Fig. 1: run 1, pin map
Scale: 4 px per um. Pins as bars across the die edge, other pins in gray.
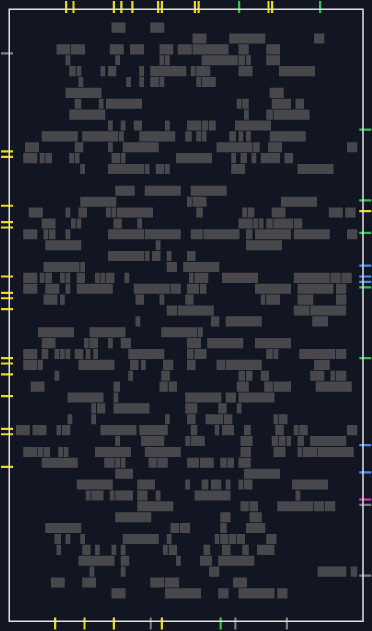
Fig. 2: run 1, metal layers overlaid
Scale: 3 px per um. Two of the layers only.
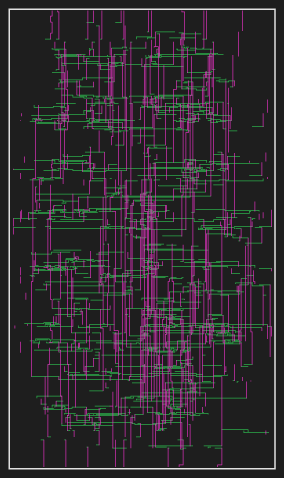
Fig. 3: run 1, zoomed window
Window x 24 to 64, y 56 to 96 um. Cells in gray, sequential cells in the stronger gray; small squares are vias.
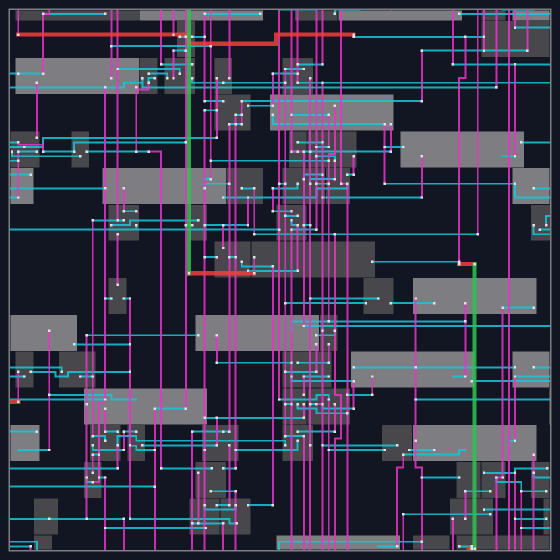
**src/rtl/reg_dump_sequencer_pkg.sv**
```systemverilog
// Shared definitions for the register-file debug dump path.
// Contents:
//   REG_ADDR_W, REG_DATA_W : register file geometry
//   DUMP_HEADER            : first byte of every dump frame
//   S_IDLE..S_FIN          : 3-bit state encodings, wrapped by dump_state_t
//   csum_update            : running XOR checksum step
package reg_dump_sequencer_pkg;

    localparam int REG_ADDR_W = 5;
    localparam int REG_DATA_W = 32;

    localparam logic [7:0] DUMP_HEADER = 8'hA5;

    localparam logic [2:0] S_IDLE = 3'd0;
    localparam logic [2:0] S_HDR  = 3'd1;
    localparam logic [2:0] S_ADDR = 3'd2;
    localparam logic [2:0] S_WAIT = 3'd3;
    localparam logic [2:0] S_LOAD = 3'd4;
    localparam logic [2:0] S_SEND = 3'd5;
    localparam logic [2:0] S_CSUM = 3'd6;
    localparam logic [2:0] S_FIN  = 3'd7;

    typedef enum logic [2:0] {
        ST_IDLE = S_IDLE,
        ST_HDR  = S_HDR,
        ST_ADDR = S_ADDR,
        ST_WAIT = S_WAIT,
        ST_LOAD = S_LOAD,
        ST_SEND = S_SEND,
        ST_CSUM = S_CSUM,
        ST_FIN  = S_FIN
    } dump_state_t;

    // Checksum covers data bytes only; the caller never feeds it the header.
    function automatic logic [7:0] csum_update(input logic [7:0] csum, input logic [7:0] data);
        return csum ^ data;
    endfunction

endpackage

```
**src/rtl/reg_dump_sequencer_word_serializer.sv**
```systemverilog
// Word-to-byte serializer for the register dump stream.
// Loads a DATA_W word and presents it MSB byte first; each 'advance'
// shifts the next byte up. The owner supplies valid and decides acceptance.
// Ports:
//   clock, reset_n : clock and asynchronous active-low reset
//   load, word_in  : capture a new word (byte count := DATA_W/8)
//   advance        : current byte was accepted, move to the next one
//   byte_out       : byte currently presented
//   next_byte      : byte that will be presented after one advance
//   last           : byte_out is the final byte of the word
module word_serializer
    import reg_dump_sequencer_pkg::*;
#(
    parameter int DATA_W = REG_DATA_W
) (
    input  logic              clock,
    input  logic              reset_n,
    input  logic              load,
    input  logic [DATA_W-1:0] word_in,
    input  logic              advance,
    output logic [7:0]        byte_out,
    output logic [7:0]        next_byte,
    output logic              last
);

    localparam int NBYTES = DATA_W / 8;
    localparam int CNT_W  = $clog2(NBYTES + 1);

    logic [DATA_W-1:0] shift_r;
    logic [CNT_W-1:0]  count_r;

    // Shift register and remaining-byte counter.
    always_ff @(posedge clock or negedge reset_n) begin
        if (!reset_n) begin
            shift_r <= '0;
            count_r <= '0;
        end else if (load) begin
            shift_r <= word_in;
            count_r <= CNT_W'(NBYTES);
        end else if (advance && (count_r != '0)) begin
            shift_r <= shift_r << 4'd8;
            count_r <= count_r - CNT_W'(1);
        end else begin
            shift_r <= shift_r;
            count_r <= count_r;
        end
    end

    assign byte_out = shift_r[DATA_W-1 -: 8];
    assign last     = (count_r == CNT_W'(1));

    // A single-byte word has no successor byte.
    generate
        if (DATA_W > 8) begin : g_next
            assign next_byte = shift_r[DATA_W-9 -: 8];
        end else begin : g_no_next
            assign next_byte = 8'h00;
        end
    endgenerate

endmodule

```
**src/rtl/reg_dump_sequencer.sv**
```systemverilog
// Debug controller that snapshots the register file and streams it out a
// byte-wide UART TX port as: HEADER, each register MSB byte first, XOR checksum.
// Ports:
//   clock, reset_n : clock and asynchronous active-low reset
//   start          : one-cycle request, only honoured in IDLE
//   dump_active    : high while a frame is in progress (read-port mux select)
//   rd_addr        : register address to the register file
//   rd_data        : register data, valid one clock after rd_addr is sampled
//   tx_data, tx_valid, tx_ready : byte stream to the UART (valid/ready)
//   done           : one-cycle pulse after the checksum byte is accepted
module reg_dump_sequencer
    import reg_dump_sequencer_pkg::*;
#(
    parameter int         NUM_REGS = 32,
    parameter int         ADDR_W   = REG_ADDR_W,
    parameter int         DATA_W   = REG_DATA_W,
    parameter logic [7:0] HEADER   = DUMP_HEADER
) (
    input  logic              clock,
    input  logic              reset_n,
    input  logic              start,
    output logic              dump_active,
    output logic [ADDR_W-1:0] rd_addr,
    input  logic [DATA_W-1:0] rd_data,
    output logic [7:0]        tx_data,
    output logic              tx_valid,
    input  logic              tx_ready,
    output logic              done
);

    localparam logic [ADDR_W-1:0] LAST_IDX = ADDR_W'(NUM_REGS - 1);

    dump_state_t       state_r, state_s;
    logic [ADDR_W-1:0] index_r, index_s;
    logic [7:0]        csum_r, csum_s;
    logic [ADDR_W-1:0] rd_addr_r;
    logic [7:0]        tx_data_r, tx_data_s;
    logic              tx_valid_r;
    logic              dump_active_r;
    logic              done_r;

    logic              accept_s;
    logic              ser_load_s;
    logic              ser_adv_s;
    logic [7:0]        ser_byte_s;
    logic [7:0]        ser_next_s;
    logic              ser_last_s;

    word_serializer #(
        .DATA_W (DATA_W)
    ) u_word_serializer (
        .clock     (clock),
        .reset_n   (reset_n),
        .load      (ser_load_s),
        .word_in   (rd_data),
        .advance   (ser_adv_s),
        .byte_out  (ser_byte_s),
        .next_byte (ser_next_s),
        .last      (ser_last_s)
    );

    assign accept_s = tx_valid_r & tx_ready;

    // Next-state, index/checksum update and the next value of tx_data.
    always_comb begin
        state_s    = state_r;
        index_s    = index_r;
        csum_s     = csum_r;
        ser_load_s = 1'b0;
        ser_adv_s  = 1'b0;
        tx_data_s  = 8'h00;

        case (state_r)
            ST_IDLE: begin
                if (start) begin
                    state_s = ST_HDR;
                    index_s = '0;
                    csum_s  = 8'h00;
                end else begin
                    state_s = ST_IDLE;
                end
            end
            ST_HDR: begin
                if (accept_s) begin
                    state_s = ST_ADDR;
                end else begin
                    state_s = ST_HDR;
                end
            end
            ST_ADDR: state_s = ST_WAIT;
            ST_WAIT: state_s = ST_LOAD;
            ST_LOAD: begin
                ser_load_s = 1'b1;
                state_s    = ST_SEND;
            end
            ST_SEND: begin
                if (accept_s) begin
                    ser_adv_s = 1'b1;
                    csum_s    = csum_update(csum_r, ser_byte_s);
                    if (!ser_last_s) begin
                        state_s = ST_SEND;
                    end else if (index_r == LAST_IDX) begin
                        state_s = ST_CSUM;
                    end else begin
                        index_s = index_r + ADDR_W'(1);
                        state_s = ST_ADDR;
                    end
                end else begin
                    state_s = ST_SEND;
                end
            end
            ST_CSUM: begin
                if (accept_s) begin
                    state_s = ST_FIN;
                end else begin
                    state_s = ST_CSUM;
                end
            end
            ST_FIN:  state_s = ST_IDLE;
            default: state_s = ST_IDLE;
        endcase

        // tx_data is registered, so pick the byte the next state presents:
        // the fresh word's MSB byte on entry to SEND, the successor byte
        // after an accept, otherwise the byte already on the wire.
        case (state_s)
            ST_HDR:  tx_data_s = HEADER;
            ST_SEND: begin
                if (state_r == ST_LOAD) begin
                    tx_data_s = rd_data[DATA_W-1 -: 8];
                end else if (accept_s) begin
                    tx_data_s = ser_next_s;
                end else begin
                    tx_data_s = ser_byte_s;
                end
            end
            ST_CSUM: tx_data_s = csum_s;
            default: tx_data_s = 8'h00;
        endcase
    end

    // State, counters and registered outputs.
    always_ff @(posedge clock or negedge reset_n) begin
        if (!reset_n) begin
            state_r       <= ST_IDLE;
            index_r       <= '0;
            csum_r        <= 8'h00;
            rd_addr_r     <= '0;
            tx_data_r     <= 8'h00;
            tx_valid_r    <= 1'b0;
            dump_active_r <= 1'b0;
            done_r        <= 1'b0;
        end else begin
            state_r       <= state_s;
            index_r       <= index_s;
            csum_r        <= csum_s;
            tx_data_r     <= tx_data_s;
            tx_valid_r    <= (state_s == ST_HDR) || (state_s == ST_SEND) || (state_s == ST_CSUM);
            dump_active_r <= (state_s != ST_IDLE) && (state_s != ST_FIN);
            done_r        <= (state_s == ST_FIN);
            // Address is latched on entry to ADDR and held through WAIT/LOAD/SEND.
            if (state_s == ST_ADDR) begin
                rd_addr_r <= index_s;
            end else begin
                rd_addr_r <= rd_addr_r;
            end
        end
    end

    assign rd_addr     = rd_addr_r;
    assign tx_data     = tx_data_r;
    assign tx_valid    = tx_valid_r;
    assign dump_active = dump_active_r;
    assign done        = done_r;

endmodule

```
**config.mk**
```make
export PLATFORM = sky130hd
export DESIGN_NAME = reg_dump_sequencer
export DESIGN_NICKNAME = d
export VERILOG_FILES = /design/src/rtl/reg_dump_sequencer_pkg.sv /design/src/rtl/reg_dump_sequencer_word_serializer.sv /design/src/rtl/reg_dump_sequencer.sv
export SDC_FILE = /design/constraint.sdc
export NUM_CORES = 1
export LEC_CHECK = 0
export CELL_PAD_IN_SITES_DETAIL_PLACEMENT = 0
export CELL_PAD_IN_SITES_GLOBAL_PLACEMENT = 1
export CORE_ASPECT_RATIO = 1.75
export CORE_UTILIZATION = 25
export DETAILED_ROUTE_END_ITERATION = 12
export GPL_ROUTABILITY_DRIVEN = 0
export PLACE_DENSITY_LB_ADDON = 0.1
export REMOVE_ABC_BUFFERS = 1
export SYNTH_ARGS = -nofsm -noshare
export SYNTH_HDL_FRONTEND = slang
export SYNTH_SLANG_ARGS = --single-unit
```
**constraint.sdc**
```tcl
create_clock -name clock -period 3.8 [get_ports clock]
set_clock_uncertainty 0.2 [all_clocks]
set_input_delay 1.14 -clock clock [delete_from_list [all_inputs] [get_ports clock]]
set_output_delay 1.14 -clock clock [all_outputs]
set_load 0.1 [all_outputs]
```
==> impl_metrics.py, run 1 <==
# Auto-generated metrics
metrics = {
    "routing": {
        "via_per_inst": 4.70,
        "dr.pass1.iters": 4,
    },
    "logic_synthesis": {
        "top_cells_by_area": "dfrtp_1 (52%), nand2_1 (9.7%), a31oi_1 (4.4%), mux2i_1 (3.7%), nor2_1 (2.7%)",
        "netlist.area_leader.share_pct": 51.7,
        "ys.flops": 67,
        "synth-cells-yosys": 341,
        "syn_inst": 341,
    },
    "final_layout": {
        "inverters": 6,
        "final_area_um2": 4140,
    },
    "critical_path": {
        "endpoint": "rd_addr[1]$_DFFE_PN0N_",
        "max_stage_delay_ps": 640,
        "critical_path_class": "input pin to flip-flop",
        "cp_cell_sequence": "clkdlybuf4s50_1 > and4b_1 > nand3_1 > a21oi_2 > mux2_2",
        "critical_path_arrival_ps": 3060,
    },
    "timing": {
        "finalCriticalPeriod_ps": 3050,
        "finalSetupViolations": 0,
        "hold_viol": 0,
        "tightest_slew_ps": 764,
    },
    "power_and_ir_drop": {
        "pwr-share-seq_pct": 33.5,
        "power_per_cell_area_nw_per_um2": 918,
        "fin_total_pwr_mw": 3.80,
    },
    "floorplan": {
        "rows": 54,
        "die_h_um": 153,
    },
    "min_path": {
        "hold_start": "csum_r[4]$_DFF_PN0_",
    },
    "status": {
        "status": "finished, final reports clean",
    },
    "clock_tree": {
        "cts_root_buf": "clkbuf_16",
        "ctsHoldBuffers": 0,
    },
    "global_routing": {
        "grt_max_degree": 68,
    },
    "placed_design": {
        "dp_hpwl_um": 5910,
    },
}
-- Fig. 1 (at the start) --
- rd_addr: blue (pins 5; direction output; edge right)
- dump_active: magenta (pins 1; direction output; edge right)
- tx_data: green (pins 8; direction output; edge 5 right, 2 top, 1 bottom)
- rd_data: yellow (pins 32; direction input; edge 16 left, 11 top, 4 bottom, 1 right)
- all pins by edge: 17 left, 14 right, 13 top, 8 bottom

-- Fig. 2 (at the start) --
- M2: magenta (wire length 4730 um)
- M1: green (wire length 3840 um)

-- Fig. 3 (at the start) --
- M4: green
- M1: cyan
- M3: red
- M2: magenta
- sequential cells in the window: 10
- most frequent: nand2_1 (11), dfrtp_1 (10)
- netlist names of flops here include: u_word_serializer.shift_r (4), csum_r (2), tx_data (2)
- cells with their middle in the window: 52

run 1: logic make-up (layout without fill, tap and decap cells):
| kind of cell | Yosys count | count (layout) | share of synthesized area [%] |
|---|---|---|---|
| simple gates | 150 | 150 | 21.4 |
| flops | 67 | 67 | 51.7 |
| compound gates | 71 | 71 | 14.4 |
| xor+xnor | 1 | 1 | 0.270 |
| buf+inv | 29 | 79 | 4.28 |
| fa+ha+maj | 4 | 4 | 1.54 |
| mux | 19 | 19 | 6.37 |
run 1: sequential cells by signal (all words and copies together) (netlist names), 3 cells and up:
signal	cells
tx_data	8
rd_addr	5
u_word_serializer.shift_r	32
u_word_serializer.count_r	3
index_r	5
csum_r	8
state_r	3
## Run 2: what changed since run 1
clock period = 3 ns   (was 3.8 ns; I/O delays follow)
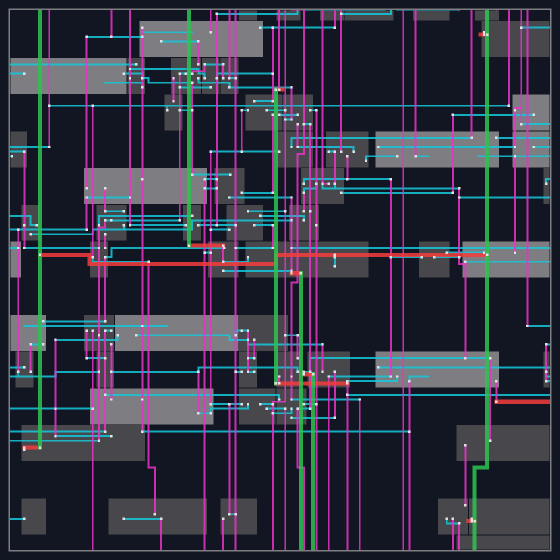
Fig. 4. Zoomed window (run 2).
Window x 24 to 64, y 56 to 96 um. Cells in gray, sequential cells in the stronger gray; small squares are vias.
- M2: magenta
- M3: red
- M4: green
- M1: cyan
- sequential cells in the window: 8
- cells with their middle in the window: 45
- netlist names of flops here include: u_word_serializer.shift_r (4), tx_data (2)
- most frequent: nand2_1 (8), dfrtp_1 (8), clkbuf_16 (4)

==> run 2 against run 1 <==
Compared with the run above:
- final area increased by 3.4%
- non-clock buffer count increased by 10
- largest cell class unchanged
- combinational power increased by 29%
- cell count increased by 2.0%
==> impl_metrics.py, run 2 <==
# Auto-generated metrics
metrics = {
    "final_layout": {
        "final_area_um2": 4280,
        "largest_register_ff_count": 32,
    },
    "timing": {
        "hold_viol": 0,
    },
    "logic_synthesis": {
        "topCombFamilyByArea": "simple AND/OR/NAND/NOR gates",
        "xor_area_share_pct": 0.270,
        "ys.flops": 67,
        "synthAdderAreaFrac_pct": 1.54,
        "ys_sh_mux_pct": 6.37,
        "netlist.area_leader.share_pct": 51.7,
        "ys_sh_simple_pct": 21.4,
    },
    "critical_path": {
        "max_stage_delay_ps": 630,
        "critical_path_arrival_ps": 2660,
        "critical_path_class": "input pin to flip-flop",
        "cp_cell_sequence": "clkdlybuf4s50_1 > and4b_1 > nand3_1 > a21oi_2 > mux2_2",
    },
    "power_and_ir_drop": {
        "pwr-share-seq_pct": 32.7,
    },
    "status": {
        "status": "finished, final reports clean",
    },
    "floorplan": {
        "die_h_um": 153,
        "rows": 54,
    },
    "global_routing": {
        "grt_max_degree": 68,
    },
    "min_path": {
        "hold_start": "csum_r[5]$_DFF_PN0_",
    },
    "routing": {
        "dr.pass1.iters": 4,
    },
    "clock_tree": {
        "cts_root_buf": "clkbuf_16",
    },
}
==> run 2: cell counts after synthesis <==
No cell type changed its count.
==> run 2: critical path: cells and delay by family <==
| kind | cells | cell delay (ps) |
|---|---|---|
| AND/OR/NAND/NOR | 2 | 450 |
| AND-OR/OR-AND | 1 | 310 |
| multiplexers | 1 | 370 |
| buffers and inverters | 1 | 630 |
==> run 2: final cells by class <==
cell class | instances | area (um^2)
Multi-Input combinational cell | 245 | 1430
Sequential cell | 67 | 1680
Clock buffer | 12 | 267
Tap cell | 168 | 210
Inverter | 6 | 22.5
Clock inverter | 4 | 23.8
Fill cell | 1334 | 8290
Timing Repair Buffer | 68 | 656
Power and IR drop assume default switching activity.
